==> config.mk <==
export PLATFORM = sky130hd
export DESIGN_NAME = wb_stage
export DESIGN_NICKNAME = d
export VERILOG_FILES = /design/src/rtl/wb_stage.sv
export SDC_FILE = /design/constraint.sdc
export NUM_CORES = 1
export LEC_CHECK = 0
export CORE_ASPECT_RATIO = 1.1
export CORE_MARGIN = 2
export CORE_UTILIZATION = 38
export DETAILED_ROUTE_END_ITERATION = 8
export GPL_ROUTABILITY_DRIVEN = 1
export PLACE_DENSITY = 0.79
export SETUP_SLACK_MARGIN = 0.5
export SYNTH_ARGS = -nofsm -noshare
export SYNTH_HDL_FRONTEND = slang
export SYNTH_SLANG_ARGS = --single-unit
==> constraint.sdc <==
create_clock -name clk -period 2 [get_ports clk]
set_input_delay 0.4 -clock clk [delete_from_list [all_inputs] [get_ports clk]]
set_output_delay 0.4 -clock clk [all_outputs]
set_load 0.03 [all_outputs]
==> src/rtl/wb_stage.sv <==
// Writeback stage: registers ALU results or load data into the register-file write port.
// Optional load-timeout watchdog is enabled by defining WB_TIMEOUT_EN.
module wb_stage #(
  parameter int WIDTH   = 32,
  parameter int SIZE    = 16,
  parameter int TIMEOUT = 255,
  localparam int DW     = $clog2(SIZE)
) (
  input  logic             clk,
  input  logic             rst,
  input  logic             in_valid,
  output logic             in_ready,
  input  logic             in_wb_en,
  input  logic             in_mem_r_en,
  input  logic [DW-1:0]    in_dest,
  input  logic [WIDTH-1:0] in_alu_res,
  input  logic             rdata_valid,
  input  logic [WIDTH-1:0] rdata,
  output logic             WB_WB_EN,
  output logic [DW-1:0]    Dest_wb,
  output logic [WIDTH-1:0] WB_Value,
  output logic             pend_valid,
  output logic [DW-1:0]    pend_dest,
  output logic             rdata_err,
  output logic             timeout_err
);

  // Handshake: an instruction transfers on a rising edge where in_valid && in_ready;
  // in_ready depends only on state, so the MEM stage may hold in_valid across cycles.

  typedef enum logic {
    IDLE      = 1'b0,
    WAIT_DATA = 1'b1
  } state_t;

  if (TIMEOUT < 1 || TIMEOUT > 255) begin : g_bad_timeout
    $error("wb_stage: TIMEOUT must be in 1..255");
  end

  state_t           state, state_d;
  logic             cap_wb_en;
  logic [DW-1:0]    cap_dest;
  logic             wb_en_q;
  logic [DW-1:0]    dest_q;
  logic [WIDTH-1:0] value_q;
  logic             rdata_err_q;

`ifdef WB_TIMEOUT_EN
  localparam logic [7:0] TO_LIM = 8'(TIMEOUT);
  logic [7:0] to_cnt;
  logic       timeout_err_q;
  logic       to_hit;

  // rdata_valid in the limit cycle still completes the load normally
  assign to_hit      = (state == WAIT_DATA) && !rdata_valid && (to_cnt == TO_LIM);
  assign timeout_err = timeout_err_q;
`else
  assign timeout_err = 1'b0;
`endif

  assign in_ready   = (state == IDLE);
  assign pend_valid = (state == WAIT_DATA) && cap_wb_en;
  assign pend_dest  = cap_dest;
  assign WB_WB_EN   = wb_en_q;
  assign Dest_wb    = dest_q;
  assign WB_Value   = value_q;
  assign rdata_err  = rdata_err_q;

  always_ff @(posedge clk) begin
    if (rst) state <= IDLE;
    else     state <= state_d;
  end

  always_comb begin
    state_d = state;
    case (state)
      IDLE: begin
        if (in_valid && in_mem_r_en) state_d = WAIT_DATA;
      end
      WAIT_DATA: begin
        if (rdata_valid) state_d = IDLE;
`ifdef WB_TIMEOUT_EN
        else if (to_hit) state_d = IDLE;
`endif
      end
      default: state_d = IDLE;
    endcase
  end

  // Write port: the enable is a one-cycle pulse, address/data hold between writes
  always_ff @(posedge clk) begin
    if (rst) begin
      wb_en_q     <= 1'b0;
      dest_q      <= '0;
      value_q     <= '0;
      cap_wb_en   <= 1'b0;
      cap_dest    <= '0;
      rdata_err_q <= 1'b0;
    end else begin
      wb_en_q <= 1'b0;
      case (state)
        IDLE: begin
          if (in_valid) begin
            if (in_mem_r_en) begin
              cap_wb_en <= in_wb_en;
              cap_dest  <= in_dest;
            end else if (in_wb_en) begin
              wb_en_q <= 1'b1;
              dest_q  <= in_dest;
              value_q <= in_alu_res;
            end
          end
          if (rdata_valid) rdata_err_q <= 1'b1;
        end
        WAIT_DATA: begin
          if (rdata_valid && cap_wb_en) begin
            wb_en_q <= 1'b1;
            dest_q  <= cap_dest;
            value_q <= rdata;
          end
        end
        default: ;
      endcase
    end
  end

`ifdef WB_TIMEOUT_EN
  always_ff @(posedge clk) begin
    if (rst) begin
      to_cnt        <= '0;
      timeout_err_q <= 1'b0;
    end else if (state == IDLE) begin
      to_cnt <= '0;
    end else begin
      if (!rdata_valid && to_cnt != TO_LIM) to_cnt <= to_cnt + 8'd1;
      if (to_hit) timeout_err_q <= 1'b1;
    end
  end
`endif

endmodule
Figure 1. Metal 1 (run 1).
Supply wires on this layer in grey.
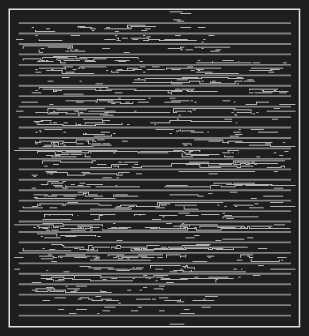
main direction	horizontal
wire length on this layer	2,410 um
share of all routed wire	39%
nets with wire on the layer	306

Figure 2. Metal 2 (run 1).
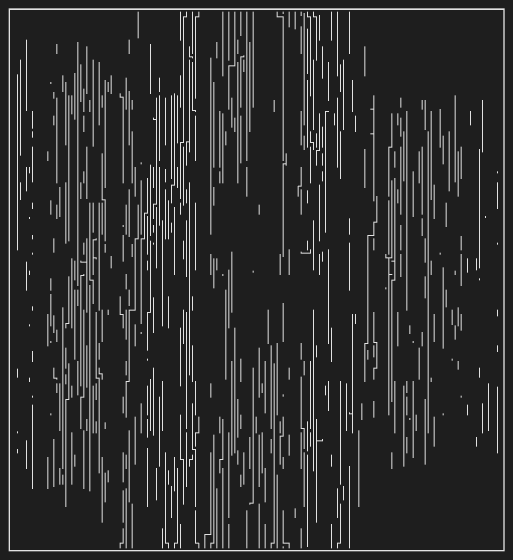
nets with wire on the layer	347
share of all routed wire	50%
main direction	vertical
wire length on this layer	3,050 um
longest straight run	45.9 um

==> GITHUB_STEP_SUMMARY, run 1 <==
## Synthesis and layout report

| Metric | Value |
|---|---|
| Status | `finished clean` |
| Vias | `1,983` |
| Largest net degree at the start of global routing | `37` |
| Area reported by Yosys stat | `2117 sq um` |
| Clock power frac | `27.2%` |
| Basic Gates by Area | `11.88%` |
| Max IR drop VDD | `0.0003717 V` |
| Compound-Gate Fraction of Synth Area | `20.33%` |
| First drt pass iteration count | `4` |
| Fa+ha+maj area frac | `0%` |
| Final setup TNS | `0 ns` |
| Inverter count | `1` |
| Port bufs | `117` |
| Layer with the highest usage | `met2` |
| Multi-input combinational area share | `32.00%` |
| Post-CTS Hold Fix Bufs | `0` |
| Num CTS Buffers | `5` |
| Worst hold start | `rdata_err` |
| Worst hold path stage count | `2` |
| Cell Area, Synth | `2117 sq um` |
| Remaining global-route overflow | `0` |
| LEAKAGE | `0.001399 uW` |
| Die area | `6185 sq um` |
| FP Core Util | `39.24%` |
| Final worst setup slack | `0.5184 ns` |
| Post-synthesis instance total | `197` |
| Ys cells | `197` |
| Signal buffers | `132` |
| Core ar. | `5395 sq um` |
| Yosys reg bits | `44` |
| Setup Viol. Count Final | `0` |
| MI comb cells | `129` |
| Tool Warnings | `28` |
| Place WS | `0.07123 ns` |
| CTS clk-pin slew, worst paths | `0.09 ns` |
| Critical-path cell list | `dlygate4sd2_1 > nor4bb_4 > buf_4 > or2_4 > bufbuf_16 > a211oi_2` |
| Top logic family | `AND-OR/OR-AND gates` |
| Synth unique cells | `20` |
| First-pass GRT wire length | `9528 um` |
| Routability congestion estimate from global placement | `0.7032` |
| WS Path Type | `in2reg` |
| Mapped Nets | `271` |
| FF+latch count | `44` |
| Avg Cell Area, Syn | `10.75 sq um` |
| Seq pwr share | `45.1%` |
| Worst hold path type | `reg2reg` |
Figure 3. Metal 3 (run 1).
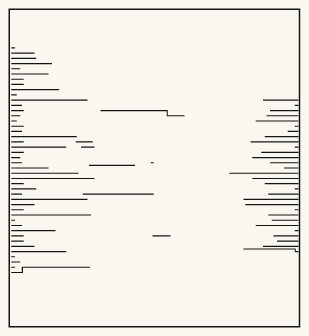
main direction	horizontal
wire length on this layer	595 um
nets with wire on the layer	77
longest straight run	21.4 um

Figure 4. Wiring heat map (run 1).
Bar = 20 um. The die is cut into 15 by 16 equal tiles; dark purple is low, yellow is high, scaled to the fullest tile. Values are wire area over tile area, all layers added.
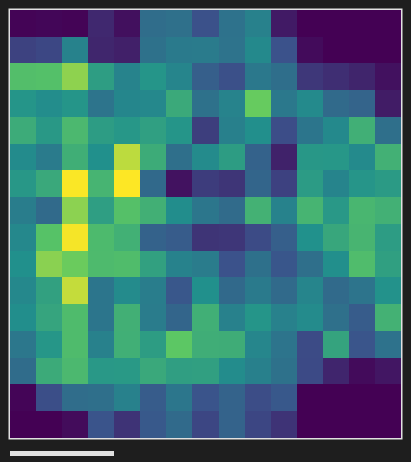
densest ninth of the die	middle left
fullest tile	0.41
tiles over half the peak	33%
mean over tiles	0.16

## run 1: per-layer routing
layer / up-vias / wire length, um
met3: 6 / 595
met5: - / 0
met2: 83 / 3047
li1: 956 / -
met4: 0 / 59
met1: 938 / 2409
## run 1: cell usage after synthesis
master,count,area share [%]
a211oi_1,6,2.1
a211oi_2,30,18
a21oi_1,2,0.47
and2_1,1,0.30
and3_1,1,0.30
buf_2,7,1.7
buf_4,1,0.35
buf_6,5,2.7
clkbuf_1,10,1.8
conb_1,1,0.18
dfxtp_1,44,42
inv_2,1,0.18
mux2i_1,41,19
nand2b_1,1,0.30
nand3b_1,1,0.35
nor2_1,6,1.1
nor2b_1,1,0.30
nor3_1,36,8.5
nor4bb_1,1,0.47
or2_1,1,0.30
Figure 5. Clock routing (run 1).
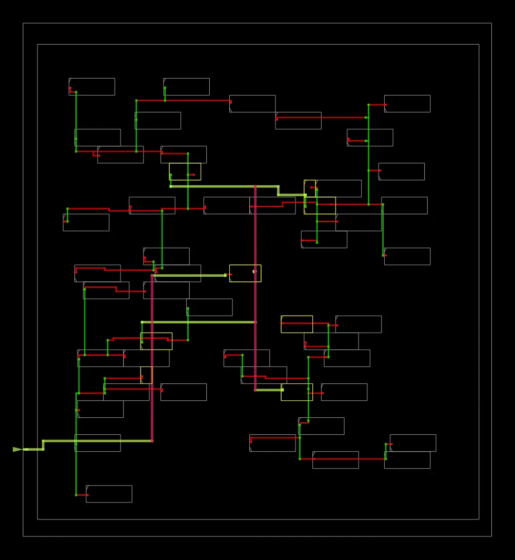

==> run 2: changes to the inputs <==
CORE_UTILIZATION = 35   (was 38)
PLACE_DENSITY = 0.76   (was 0.79)
clock period = 1.3 ns   (was 2 ns; I/O delays follow)
Figure 6. Clock routing (run 2).
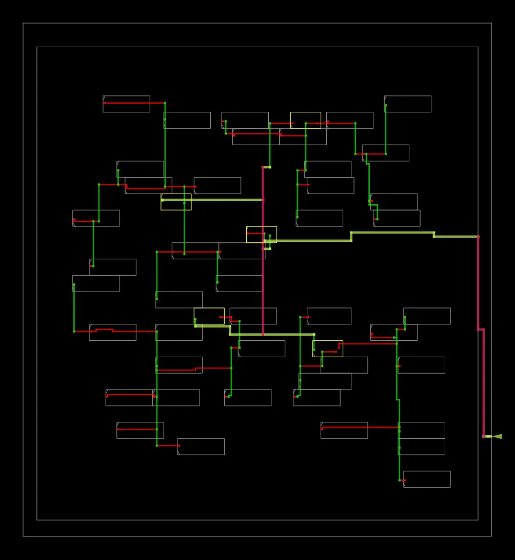
CTS sink cnt: 44
clk_lat worst skew: 0.29 ns
Num CTS Buffers: 5
worst-case clock skew: 0.004154 ns
# clk buffers: 5

Figure 7. Wiring heat map (run 2).
Bar = 20 um. The die is cut into 16 by 17 equal tiles; dark purple is low, yellow is high, scaled to the fullest tile. Values are wire area over tile area, all layers added.
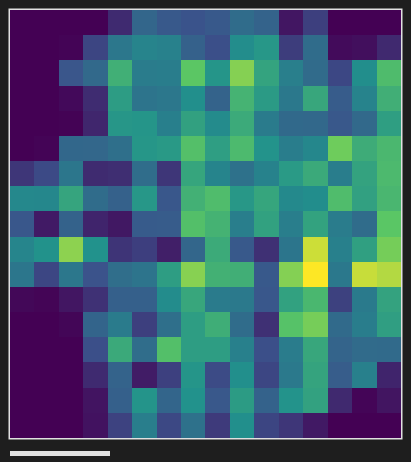
emptiest ninth of the die	lower left
nearly empty tiles	14%
fullest tile	0.44
densest ninth of the die	middle right
mean over tiles	0.15
tiles over half the peak	30%

==> run 2 against run 1 <==
  * Core utilization is 0.76 points higher
  * Critical path type is now reg2reg
  * Non-clock buffer count rose by 12
  * Clock skew is 0.0039 ns lower
  * The run now ends with setup timing left
  * Sequential power rose by 58%
  * Cell count up 2.8%
  * Global-route usage fell by 0.84 points
  * Wire length grew 6.6%
  * Synthesized cell count stayed put
  * Power grew 56%
  * Flip-flop count stayed put
  * Critical endpoint unchanged
==> GITHUB_STEP_SUMMARY, run 2 <==
## Synthesis and layout report

| Metric | Value |
|---|---|
| Status | `finished, violations left` |
| Post-synth top cells | `44 x dfxtp_1, 41 x mux2i_1, 36 x nor3_1` |
| Die area | `6688 sq um (+8.1%)` |
| FP Core Util | `36.47% (-2.8 points)` |
| Critical-path cell list | `nor4bb_4 > buf_4 > or2_4 > buf_12 > a211oi_2` |
| Mapped Nets | `271 (unchanged)` |
| Tool Warnings | `29 (+3.6%)` |
| Failing checks | `setup timing` |
| Setup Viol. Count Final | `39 (+39)` |
| Vias | `2,016 (+1.7%)` |
| Yosys reg bits | `44 (unchanged)` |
| Top logic family | `AND-OR/OR-AND gates` |
| Max IR drop VDD | `0.0004451 V (+20%)` |
| Synth unique cells | `20 (unchanged)` |
| First-pass GRT wire length | `10,240 um (+7.5%)` |
| Cell area leaders | `dfxtp_1 42%, mux2i_1 19%, a211oi_2 18%, nor3_1 8.5%, buf_6 2.7%` |
| Ys cells | `197 (unchanged)` |
| Basic Gates by Area | `11.88% (unchanged)` |
| Post-synthesis instance total | `197 (unchanged)` |
| Final worst setup slack | `-0.1042 ns (-0.6226 ns)` |
| CTS clk-pin slew, worst paths | `0.07 ns (-0.02 ns)` |
| Multi-input combinational area share | `29.43% (-2.6 points)` |
| Port bufs | `117 (unchanged)` |
| Compound-Gate Fraction of Synth Area | `20.33% (unchanged)` |
| Inverter count | `1 (unchanged)` |
Figure 8. Metal 2 (run 2).
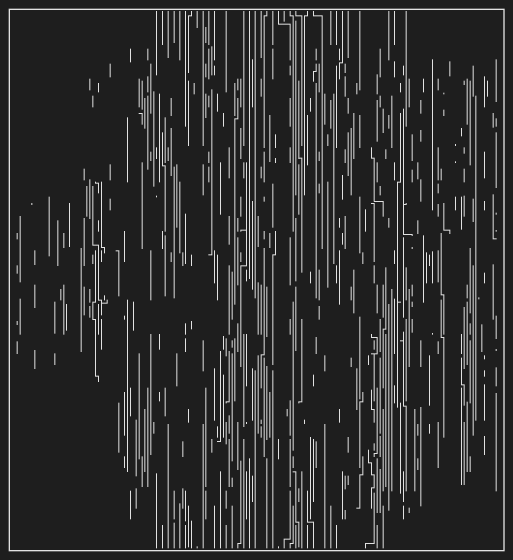
nets with wire on the layer	360
share of all routed wire	52%

## run 2: cell counts after synthesis
No cell type changed its count.
## run 2: layer usage
| metal | up-vias | wire [um] | GRT usage (%) |
|---|---|---|---|
| li1 | 984 | - | - |
| met1 | 959 | 2670 | 23.32 |
| met2 | 65 | 3391 | 34.64 |
| met3 | 8 | 376 | 5.368 |
| met4 | 0 | 75 | 5.104 |
| met5 | - | 0 | 0 |
## run 2: repair_timing
| item | 4_1_cts | 5_1_grt |
|---|---|---|
| buffers inserted | 10 | 2 |
| endpoints found under the setup margin | 88 | 88 |
| hold buffers | 0 | 0 |
| gates resized | 291 | 5 |
| cloned | 3 | 0 |
| pin swaps | 4 | 2 |
No activity file was given, so power comes from the tool's default toggle rates.
